==> config.mk <==
export PLATFORM = sky130hd
export DESIGN_NAME = pll_lock_reset_ctrl
export DESIGN_NICKNAME = d
export VERILOG_FILES = /design/src/rtl/pll_rst_pkg.sv /design/src/rtl/bit_sync_2ff.sv /design/src/rtl/pll_lock_reset_ctrl.sv
export SDC_FILE = /design/constraint.sdc
export NUM_CORES = 1
export LEC_CHECK = 0
export ABC_AREA = 1
export CORE_AREA = 2 2 51 63
export DETAILED_ROUTE_END_ITERATION = 8
export DIE_AREA = 0 0 53 65
export DONT_BUFFER_PORTS = 1
export HOLD_SLACK_MARGIN = 0.1
export MAX_ROUTING_LAYER = met4
export PLACE_DENSITY = 0.7
export SLEW_MARGIN = 20
export SYNTH_ARGS = -nofsm -noshare
export SYNTH_HDL_FRONTEND = slang
export SYNTH_HIERARCHICAL = 1
export SYNTH_SLANG_ARGS = --single-unit
==> constraint.sdc <==
create_clock -name clk -period 3 [get_ports clk]
set_input_delay 0.3 -clock clk [delete_from_list [all_inputs] [get_ports clk]]
set_output_delay 0.3 -clock clk [all_outputs]
set_load 0.05 [all_outputs]
==> src/rtl/pll_rst_pkg.sv <==
// rtl/pll_rst_pkg.sv - shared state type, default constants and counter-width helper for the PLL lock reset controller
package pll_rst_pkg;

    typedef enum logic [1:0] {
        S_WAIT   = 2'd0,
        S_STABLE = 2'd1,
        S_RUN    = 2'd2,
        S_LOST   = 2'd3
    } state_e;

    localparam int DEF_STABLE_COUNTS  = 1000;
    localparam int DEF_HOLD_COUNTS    = 16;
    localparam int DEF_LOSS_CNT_W     = 8;
    localparam int DEF_TIMEOUT_COUNTS = 1_000_000;

    // Width needed to hold the larger of two terminal counts; never below one bit.
    function automatic int cnt_width(input int a, input int b);
        int m;
        m = (a > b) ? a : b;
        return (m < 1) ? 1 : $clog2(m + 1);
    endfunction

endpackage

==> src/rtl/bit_sync_2ff.sv <==
// rtl/bit_sync_2ff.sv - two-flop single-bit synchroniser with synchronous active-low clear
module bit_sync_2ff (
    input  logic clk_i,
    input  logic clr_n_i,
    input  logic d_i,
    output logic q_o
);

    logic sync1_q;
    logic sync2_q;

    // Two-stage capture of the asynchronous input; clear forces both stages low.
    always_ff @(posedge clk_i) begin
        if (!clr_n_i) begin
            sync1_q <= 1'b0;
            sync2_q <= 1'b0;
        end else begin
            sync1_q <= d_i;
            sync2_q <= sync1_q;
        end
    end

    assign q_o = sync2_q;

endmodule

==> src/rtl/pll_lock_reset_ctrl.sv <==
// rtl/pll_lock_reset_ctrl.sv - PLL lock qualifier and downstream reset generator; LOCK_TIMEOUT_EN adds a lock-acquire timeout flag
module pll_lock_reset_ctrl
    import pll_rst_pkg::*;
#(
    parameter int STABLE_COUNTS  = DEF_STABLE_COUNTS,
    parameter int HOLD_COUNTS    = DEF_HOLD_COUNTS,
`ifdef LOCK_TIMEOUT_EN
    parameter int TIMEOUT_COUNTS = DEF_TIMEOUT_COUNTS,
`endif
    parameter int LOSS_CNT_W     = DEF_LOSS_CNT_W
) (
    input  logic                  clk,
    input  logic                  n_rst,
    input  logic                  locked_in,
    input  logic                  force_rst,
    output logic                  rst_out,
    output logic                  ready,
`ifdef LOCK_TIMEOUT_EN
    output logic                  lock_timeout,
`endif
    output logic [LOSS_CNT_W-1:0] loss_count
);

    localparam int CNT_W = cnt_width(STABLE_COUNTS, HOLD_COUNTS);
    localparam logic [CNT_W-1:0] STABLE_LAST = CNT_W'(STABLE_COUNTS - 1);
    localparam logic [CNT_W-1:0] HOLD_LAST   = CNT_W'(HOLD_COUNTS - 1);

    state_e                state_q;
    logic [CNT_W-1:0]      cnt_q;
    logic [LOSS_CNT_W-1:0] loss_q;
    logic [LOSS_CNT_W-1:0] loss_d;
    logic                  rst_q;
    logic                  ready_q;
    logic                  locked_s;
    logic                  run_enter;

    bit_sync_2ff u_lock_sync (
        .clk_i   (clk),
        .clr_n_i (n_rst),
        .d_i     (locked_in),
        .q_o     (locked_s)
    );

    // Lock has been stable for the full qualification window on this edge.
    assign run_enter = (state_q == S_STABLE) && locked_s && (cnt_q == STABLE_LAST);

    // Saturating increment of the lock-loss counter.
    always_comb begin
        loss_d = loss_q;
        if (loss_q != {LOSS_CNT_W{1'b1}}) begin
            loss_d = loss_q + 1'b1;
        end
    end

    // Reset sequencing FSM; rst_out/ready are registered alongside the state.
    always_ff @(posedge clk) begin
        if (!n_rst) begin
            state_q <= S_WAIT;
            cnt_q   <= '0;
            loss_q  <= '0;
            rst_q   <= 1'b1;
            ready_q <= 1'b0;
        end else begin
            case (state_q)
                S_WAIT: begin
                    if (locked_s) begin
                        state_q <= S_STABLE;
                        cnt_q   <= '0;
                    end
                end
                S_STABLE: begin
                    if (!locked_s) begin
                        state_q <= S_WAIT;
                        cnt_q   <= '0;
                    end else if (run_enter) begin
                        state_q <= S_RUN;
                        cnt_q   <= '0;
                        rst_q   <= 1'b0;
                        ready_q <= 1'b1;
                    end else begin
                        cnt_q <= cnt_q + 1'b1;
                    end
                end
                S_RUN: begin
                    // Lock loss takes priority so a coincident force_rst still counts once.
                    if (!locked_s || force_rst) begin
                        state_q <= S_LOST;
                        cnt_q   <= '0;
                        rst_q   <= 1'b1;
                        ready_q <= 1'b0;
                        if (!locked_s) begin
                            loss_q <= loss_d;
                        end
                    end
                end
                S_LOST: begin
                    if (cnt_q == HOLD_LAST) begin
                        state_q <= S_WAIT;
                        cnt_q   <= '0;
                    end else begin
                        cnt_q <= cnt_q + 1'b1;
                    end
                end
                default: begin
                    state_q <= S_WAIT;
                    cnt_q   <= '0;
                    rst_q   <= 1'b1;
                    ready_q <= 1'b0;
                end
            endcase
        end
    end

    assign rst_out    = rst_q;
    assign ready      = ready_q;
    assign loss_count = loss_q;

`ifdef LOCK_TIMEOUT_EN
    localparam int TO_W = cnt_width(TIMEOUT_COUNTS, 1);
    localparam logic [TO_W-1:0] TO_FULL = TO_W'(TIMEOUT_COUNTS);
    localparam logic [TO_W-1:0] TO_LAST = TO_W'(TIMEOUT_COUNTS - 1);

    logic [TO_W-1:0] tcnt_q;
    logic            timeout_q;

    // Diagnostic count of cycles spent outside S_RUN; flag is sticky until the next run entry.
    always_ff @(posedge clk) begin
        if (!n_rst) begin
            tcnt_q    <= '0;
            timeout_q <= 1'b0;
        end else if (run_enter) begin
            tcnt_q    <= '0;
            timeout_q <= 1'b0;
        end else if (state_q != S_RUN) begin
            if (tcnt_q != TO_FULL) begin
                tcnt_q <= tcnt_q + 1'b1;
            end
            if (tcnt_q == TO_LAST) begin
                timeout_q <= 1'b1;
            end
        end
    end

    assign lock_timeout = timeout_q;
`endif

endmodule

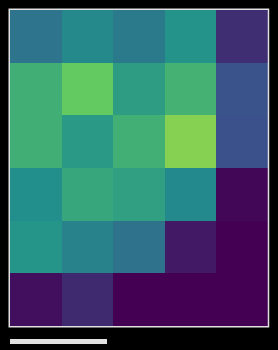
(images/util_map.png)
The bar under the picture is 20 µm long. 5 x 6 tiles, from dark purple (low) to yellow (high), 0 to 100% covered.
- mean over tiles: 38%
- nearly empty tiles: 17%
- emptiest ninth of the die: bottom right
- tiles over 75% full: 6.7%
final core utilization: 46.6%
FP Core Util: 42.9%
core box area: 0.00289 mm²

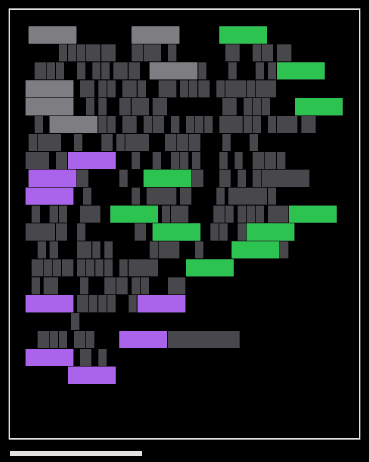
(images/ff_map.png)
The bar under the picture is 20 µm long. Other sequential cells in the stronger gray, the rest of the logic in the fainter gray.
- purple: loss_count (placed flops 8)
- green: cnt_q (placed flops 10)
- not colored: 6

==> flow_summary.toml <==
# physical design summary
[pwr]
power_density_mw_per_mm2 = 437
pg_seq_w = 0.000325
sw_frac_of_total_pct = 20.8
p_clk_w = 0.000235
power_top_consumer = "sequential cells"
p_seq_share_pct = 55.2
peakVddDrop_v = 0.000337
total_power_w = 0.000589
powerComb_w = 0.0000289
p_leak_nw = 0.529
intPower_w = 0.000466
clockPowerShare_pct = 39.9
p_sw_w = 0.000122
p_comb_share_pct = 4.9

[yosys]
synthFlopType = "dfxtp_1"
syn_area_per_cell_um2 = 6.97
synth_area_mm2 = 0.00124
ys.warnings.count = 6
synth_area_leader_cell = "dfxtp_1"
ys_cells = 178
synth_flops = 24
synth_seq_share_pct = 38.7
synthTopCellsByCount = "nand2_1 (42), nor2_1 (29), dfxtp_1 (24)"
synth_nets = 184
topCellsByArea = "dfxtp_1 (39%), nand2_1 (13%), nor2_1 (8.8%)"
most_common_cell = "nand2_1"
top_area_share_pct = 38.7
async_reset_ff_share_pct = 0
syn-instance-count = 178
yosysChipArea_mm2 = 0.00124
yosys.cell_types.count = 25

[critical_path]
critical_path.top_delay_family = "flip-flops"
cp-start-kind = "flop"
reg2reg_to = "loss_count[0]"
critical_path_class = "reg -> reg"
cp_max_fo = 8
r2r-start = "loss_count[0]"
ff2ff_setup_slack_ns = 1.0
cp-end-kind = "flop"
worst-path-stages = 8
path_cells = "ha_1 -> nand2_1 -> nor2_1 -> nand2_1 -> nand2_2 -> inv_2 -> o21ai_0 -> a21oi_1"
critPathLaunch = "loss_count[0]"
critPathCapture = "loss_count[0]"
cp_slowest_cell = "dfxtp_1"
max_stage_delay_ns = 0.74
arrival_ns = 2.20
path_buffers = 1
ff2ff_path_depth = 8
crit_required_ns = 3.20

[timing]
max_freq_ghz = 0.500
worst_pin_slew_ns = 0.610
hold_viol_final = 0
slew_viol_final = 0
finalCritPeriodShare_pct = 66.7
whs_ns = 0.123
skew_ns = 0.0118
slew_headroom_pct = 59.3
setup_violations = 0
layout_setup_ws_ns = 0.999
grt_setup_unrepaired = "no"
fin_crit_ns = 2.00

[grt]
top_usage_layer = "met2"
globalRouteMet1Util_pct = 18.6
use_met3_pct = 4.38
grt_pass1_vias = 1026
track_usage_pct = 16.5
grt_overflow = 0
met2_usage_pct = 27.0
grt_max_degree = 15
antenna_found_initial = 0
grt_first_pass_wirelength_um = 4170

[drt]
first_pass_iters = 5
drc_errors = 0
vias = 1081
dr_wl_met2_um = 1140
highest_layer = "met4"
detail-route-antenna-nets = 0
met3_length_um = 89
vias_per_cell = 4.94
wl_um = 2340
wl_met1_um = 1080
routedWlPerCell_um = 10.7
drt-initial-drc-count = 25

[hold_path]
min_path_cells = 2
min_path_type = "in -> reg"
min_to = "loss_count[2]"
min_from = "n_rst"

[final_layout]
layout.nets = 190
stdcell_count = 219
stdcell_area_mm2 = 0.00135
antenna_cells = 0
area_delta_synth_final_pct = 8.58
drive_gt1_share_pct = 11.5
final_cell_mix = "nand2_1 (42), nor2_1 (29), dfxtp_1 (24)"
lay_top_count = "nand2_1"
nFillCells = 306

[clock_network]
clockRootBuffer = "clkbuf_4"
post-cts-setup-buffers = 0
clockBufferDepth = 2
cts_tree = "yes"
numCtsBuffers = 3
hold_buffers = 2
cts_sinks = 24
post_cts_resized = 0
clk_pin_slew_ns = 0.14
htree_num_levels = 1

[flow_run]
drv_cap = 0
warnings = 26

[placed_design]
placed_cells_incl_taps = 213
io_buffers = 0
dpl_worst_slack_ns = 1.12
place_area_mm2 = 0.00127
dp_hpwl_um = 1760
gp_congestion = 0.802

[floorplanning]
die_y_um = 65
fp-row-count = 22
ios = 14
die_x_um = 53
die_area_mm2 = 0.00345

[status]
outcome = "finished, final reports clean"
flip-flops by register name, indices dropped and copies added, names as in the netlist, named ones only:
name	cells
cnt_q	10
u_lock_sync/q_o	1
u_lock_sync/sync1_q	1
ready	1
loss_count	8
state_q	1
rst_out	1
kinds of logic (layout without fill, tap and decap cells):
group	Yosys count	count (layout)	synth area share [%]
simple gates	97	97	36.8
buf+inv	26	31	8.48
compound gates	25	25	11.1
flops	24	24	38.7
xor+xnor	4	4	2.83
fa+ha+maj	2	2	2.02
area by class of cell:
cell class | count | area (µm²) | area share [%]
inverters | 25 | 93.8 | 6.97
multi-input cells | 128 | 654 | 48.6
clock inverters | 1 | 30.0 | 2.23
well taps | 36 | 45.0 | 3.35
repair buffers | 2 | 20.0 | 1.49
clock buffers | 3 | 22.5 | 1.67
flip-flops and latches | 24 | 480 | 35.7
